$ cat src/rtl/fir_sample_serializer.sv
// fir_sample_serializer
// Captures 16-bit FIR output samples into a small FIFO and streams each one
// out as two bytes over an 8-bit valid/ready link, with out_last marking the
// second byte of every sample. Data passes through bit-exact.
module fir_sample_serializer #(
    parameter int DATA_W    = 16,   // must equal 2*BYTE_W
    parameter int BYTE_W    = 8,
    parameter int DEPTH     = 4,    // power of 2, >= 2
    parameter int MSB_FIRST = 1
) (
    input  logic                       clk,
    input  logic                       rst,
    input  logic [DATA_W-1:0]          y_dat,
    input  logic                       y_vld,
    output logic [BYTE_W-1:0]          out_byte,
    output logic                       out_valid,
    input  logic                       out_ready,
    output logic                       out_last,
    output logic [$clog2(DEPTH):0]     level,
    output logic                       overflow
);

    localparam int PTR_W = $clog2(DEPTH);
    localparam int LVL_W = $clog2(DEPTH) + 1;

    typedef enum logic [1:0] {
        IDLE   = 2'd0,
        FIRST  = 2'd1,
        SECOND = 2'd2
    } state_t;

    // Sample storage; no reset so it maps onto distributed/block RAM.
    logic [DATA_W-1:0] mem [DEPTH];

    logic [PTR_W-1:0]  wr_ptr_reg;
    logic [PTR_W-1:0]  rd_ptr_reg;
    logic [LVL_W-1:0]  level_reg;
    logic [LVL_W-1:0]  level_next;
    logic              overflow_reg;

    state_t            state_reg;
    state_t            state_next;
    logic              pop;
    logic              push;

    logic [BYTE_W-1:0] out_byte_reg;
    logic [BYTE_W-1:0] second_reg;      // byte still owed for the held sample
    logic              out_valid_reg;
    logic              out_last_reg;

    logic [DATA_W-1:0] rd_word;
    logic [BYTE_W-1:0] rd_lane [2];
    logic [BYTE_W-1:0] first_lane;
    logic [BYTE_W-1:0] other_lane;

    assign rd_word = mem[rd_ptr_reg];

    // Split the head-of-FIFO word into its byte lanes (lane 0 = low byte).
    genvar gi;
    generate
        for (gi = 0; gi < 2; gi++) begin : g_lane
            assign rd_lane[gi] = rd_word[gi*BYTE_W +: BYTE_W];
        end
    endgenerate

    assign first_lane = (MSB_FIRST != 0) ? rd_lane[1] : rd_lane[0];
    assign other_lane = (MSB_FIRST != 0) ? rd_lane[0] : rd_lane[1];

    // A full FIFO still takes a sample when the head leaves on the same edge.
    assign push = y_vld && ((level_reg < LVL_W'(DEPTH)) || pop);

    // Occupancy bookkeeping: simultaneous push and pop leaves it unchanged.
    always_comb begin
        level_next = level_reg;
        case ({push, pop})
            2'b10:   level_next = level_reg + LVL_W'(1);
            2'b01:   level_next = level_reg - LVL_W'(1);
            default: level_next = level_reg;
        endcase
    end

    // Next-state logic; pop happens only when a sample is loaded for output.
    always_comb begin
        state_next = state_reg;
        pop        = 1'b0;
        case (state_reg)
            IDLE: begin
                if (level_reg != '0) begin
                    pop        = 1'b1;
                    state_next = FIRST;
                end
            end
            FIRST: begin
                if (out_ready) begin
                    state_next = SECOND;
                end
            end
            SECOND: begin
                if (out_ready) begin
                    if (level_reg != '0) begin
                        pop        = 1'b1;
                        state_next = FIRST;
                    end else begin
                        state_next = IDLE;
                    end
                end
            end
            default: begin
                state_next = IDLE;
            end
        endcase
    end

    // FIFO write port.
    always_ff @(posedge clk) begin
        if (push) begin
            mem[wr_ptr_reg] <= y_dat;
        end
    end

    // FIFO pointers, occupancy and the sticky drop flag.
    always_ff @(posedge clk) begin
        if (rst) begin
            wr_ptr_reg   <= '0;
            rd_ptr_reg   <= '0;
            level_reg    <= '0;
            overflow_reg <= 1'b0;
        end else begin
            if (push) begin
                wr_ptr_reg <= wr_ptr_reg + PTR_W'(1);
            end
            if (pop) begin
                rd_ptr_reg <= rd_ptr_reg + PTR_W'(1);
            end
            level_reg <= level_next;
            if (y_vld && !push) begin
                overflow_reg <= 1'b1;
            end
        end
    end

    // State register and registered link outputs; bytes only change on load or acceptance.
    always_ff @(posedge clk) begin
        if (rst) begin
            state_reg     <= IDLE;
            out_byte_reg  <= '0;
            second_reg    <= '0;
            out_valid_reg <= 1'b0;
            out_last_reg  <= 1'b0;
        end else begin
            state_reg     <= state_next;
            out_valid_reg <= (state_next != IDLE);
            out_last_reg  <= (state_next == SECOND);
            if (pop) begin
                out_byte_reg <= first_lane;
                second_reg   <= other_lane;
            end else if ((state_reg == FIRST) && out_ready) begin
                out_byte_reg <= second_reg;
            end
        end
    end

    assign out_byte  = out_byte_reg;
    assign out_valid = out_valid_reg;
    assign out_last  = out_last_reg;
    assign level     = level_reg;
    assign overflow  = overflow_reg;

endmodule

$ cat config.mk
export PLATFORM = sky130hd
export DESIGN_NAME = fir_sample_serializer
export DESIGN_NICKNAME = d
export VERILOG_FILES = /design/src/rtl/fir_sample_serializer.sv
export SDC_FILE = /design/constraint.sdc
export NUM_CORES = 1
export LEC_CHECK = 0
export CAP_MARGIN = 25
export CELL_PAD_IN_SITES_DETAIL_PLACEMENT = 1
export CELL_PAD_IN_SITES_GLOBAL_PLACEMENT = 1
export CORE_ASPECT_RATIO = 2
export CORE_MARGIN = 1.5
export CORE_UTILIZATION = 43
export CTS_CLUSTER_SIZE = 14
export DETAILED_ROUTE_END_ITERATION = 16
export PLACE_DENSITY = 0.73
export SETUP_SLACK_MARGIN = 0.2
export SYNTH_ARGS = -nofsm -noshare
export SYNTH_HDL_FRONTEND = slang
export SYNTH_SLANG_ARGS = --single-unit
export TNS_END_PERCENT = 20
$ cat constraint.sdc
create_clock -name clk -period 2.5 [get_ports clk]
set_input_delay 0.625 -clock clk [delete_from_list [all_inputs] [get_ports clk]]
set_output_delay 0.625 -clock clk [all_outputs]
set_load 0.05 [all_outputs]
**Wiring by layer**

Scale bar: 20 µm. Only two layers are drawn.
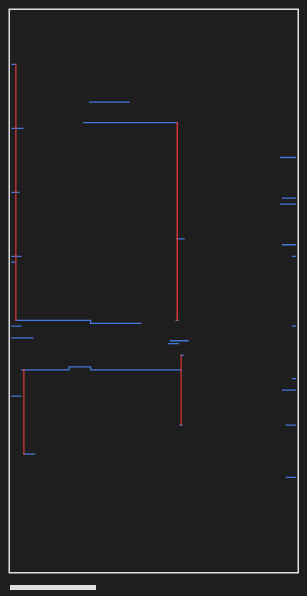
legend:
  met4:
    colour: red
    wire_length: 142 µm
  met3:
    colour: blue
    wire_length: 150 µm

**Sequential cells coloured by netlist name**

Scale bar: 20 µm. Other sequential cells in the stronger grey, the rest of the logic in the fainter grey.
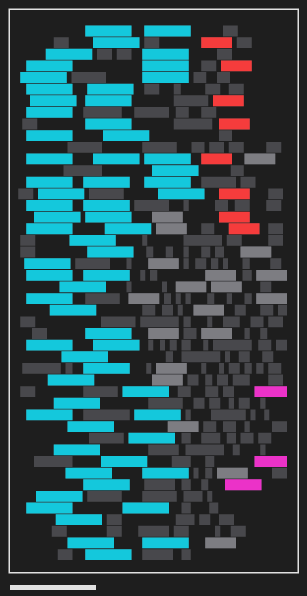
legend:
  mem:
    colour: cyan
    sequential_cells: 64
  level:
    colour: magenta
    sequential_cells: 3
  out_byte:
    colour: red
    sequential_cells: 8
    where: top right

**Routing congestion**

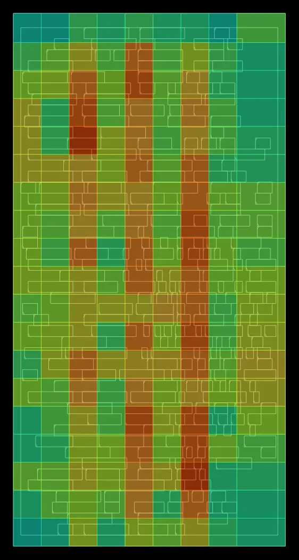
met3 Resource Use GR: 4.11%
GR Util met1: 20.5%

==> results.tsv <==
metric	value	unit
Critical Path End Type	register	
Top Ports	34	
status	finished, final reports clean	
clock sinks	94	
CTS tree	yes	
CTS Buffer Depth	2	
startpoint types	input port	
ANT cells	0	
vias in the first global route	2101	
hold_ws	0.462	ns
crit path to	level[2]$_SDFFE_PP0P_	
critical path class	in -> reg	
Gate Area	968	µm²
Slew Limit Fails	0	
grt total ovfl	0	
power per cell area	1120	nW/µm²
Yosys reg bits	94	
Post-DP HPWL	4740	µm
Die Y	131	µm
CTS Root Cell	clkbuf_16	
max reg flops	64	
reg-to-reg setup timing slack	0.36	ns
final hold violation count	0	
reg2reg end	level[2]$_SDFFE_PP0P_	
CP max FO	3	
DRC viols	0	
total CTS buffers	9	
worst hold-check path type	reg -> reg	
metal2 WL	3880	µm
crit path DAT	2.49	ns
maxcap violations	0	
Post-Syn Nets	243	
nets	294	
Initial DRT Pass Iterations	4	
WHS Endpoint	second_reg[4]$_SDFFE_PP0P_	
Slowest-stage cell, CP	or3_4	
placed cell count	352	
R2R cell count	9	
largest area contributor in the netlist	edfxtp_1	
non-filler cells in the finished layout	368	
biggest area cells	edfxtp_1 (54%), dfxtp_1 (17%), mux4_2 (10%)	
-- per-stage QoR --
| step | utilization [%] | setup TNS, ns | cell area [µm²] |
|---|---|---|---|
| floorplan | - | 0 | 3580 |
| global placement | 52.3 | -0.453 | 4150 |
| detailed placement | 52.3 | -0.580 | 4150 |
| CTS | 56.0 | 0 | 4450 |
| global route | 56.1 | 0 | 4460 |
| finish | 56.1 | 0 | 4460 |
-- cells by family after synthesis --
kind of cell | count (synthesis) | share of synthesized area (%)
buffers and inverters | 19 | 2.29
XOR/XNOR | 3 | 0.742
AND/OR/NAND/NOR | 42 | 5.76
AND-OR/OR-AND | 29 | 5.26
flip-flops | 94 | 71.2
multiplexers | 24 | 12.4
adder cells (fa/ha/maj) | 6 | 2.33
-- power breakdown --
group	internal, mW	switching, mW	leakage [nW]
Sequential	1.93	0.157	0.835
Clock	0.769	0.542	0.143
Combinational	0.666	0.913	0.579
Total	3.36	1.61	1.56
-- worst reg2reg max path, delay by kind of cell (launching register included) --
kind	cells	cell delay [ns]
compound gates	1	0.12
xor+xnor	1	0.15
fa+ha+maj	2	0.46
buf+inv	2	0.11
flops	1	0.33
simple gates	3	0.92
-- per-layer routing --
layer | vias up | GRT usage, %
li1 | 927 | -
met1 | 1007 | 20.5
met2 | 32 | 30.5
met3 | 10 | 4.11
met4 | 0 | 7.82
met5 | - | 0
-- repair_timing --
item                       CTS  global route
setup endpoints to repair    2             1
setup buffers                0             1
pin swaps                    2             0
resized                      3             1
-- area by class of cell --
| type | count | area share, % |
|---|---|---|
| Multi-Input combinational cell | 104 | 21.7 |
| Tap cell | 96 | 2.70 |
| Timing Repair Buffer | 51 | 11.5 |
| Inverter | 8 | 0.842 |
| Clock inverter | 6 | 1.38 |
| Clock buffer | 9 | 5.05 |
| Sequential cell | 94 | 56.8 |
Power figures rest on the tool's default switching activity, not on a simulated workload.
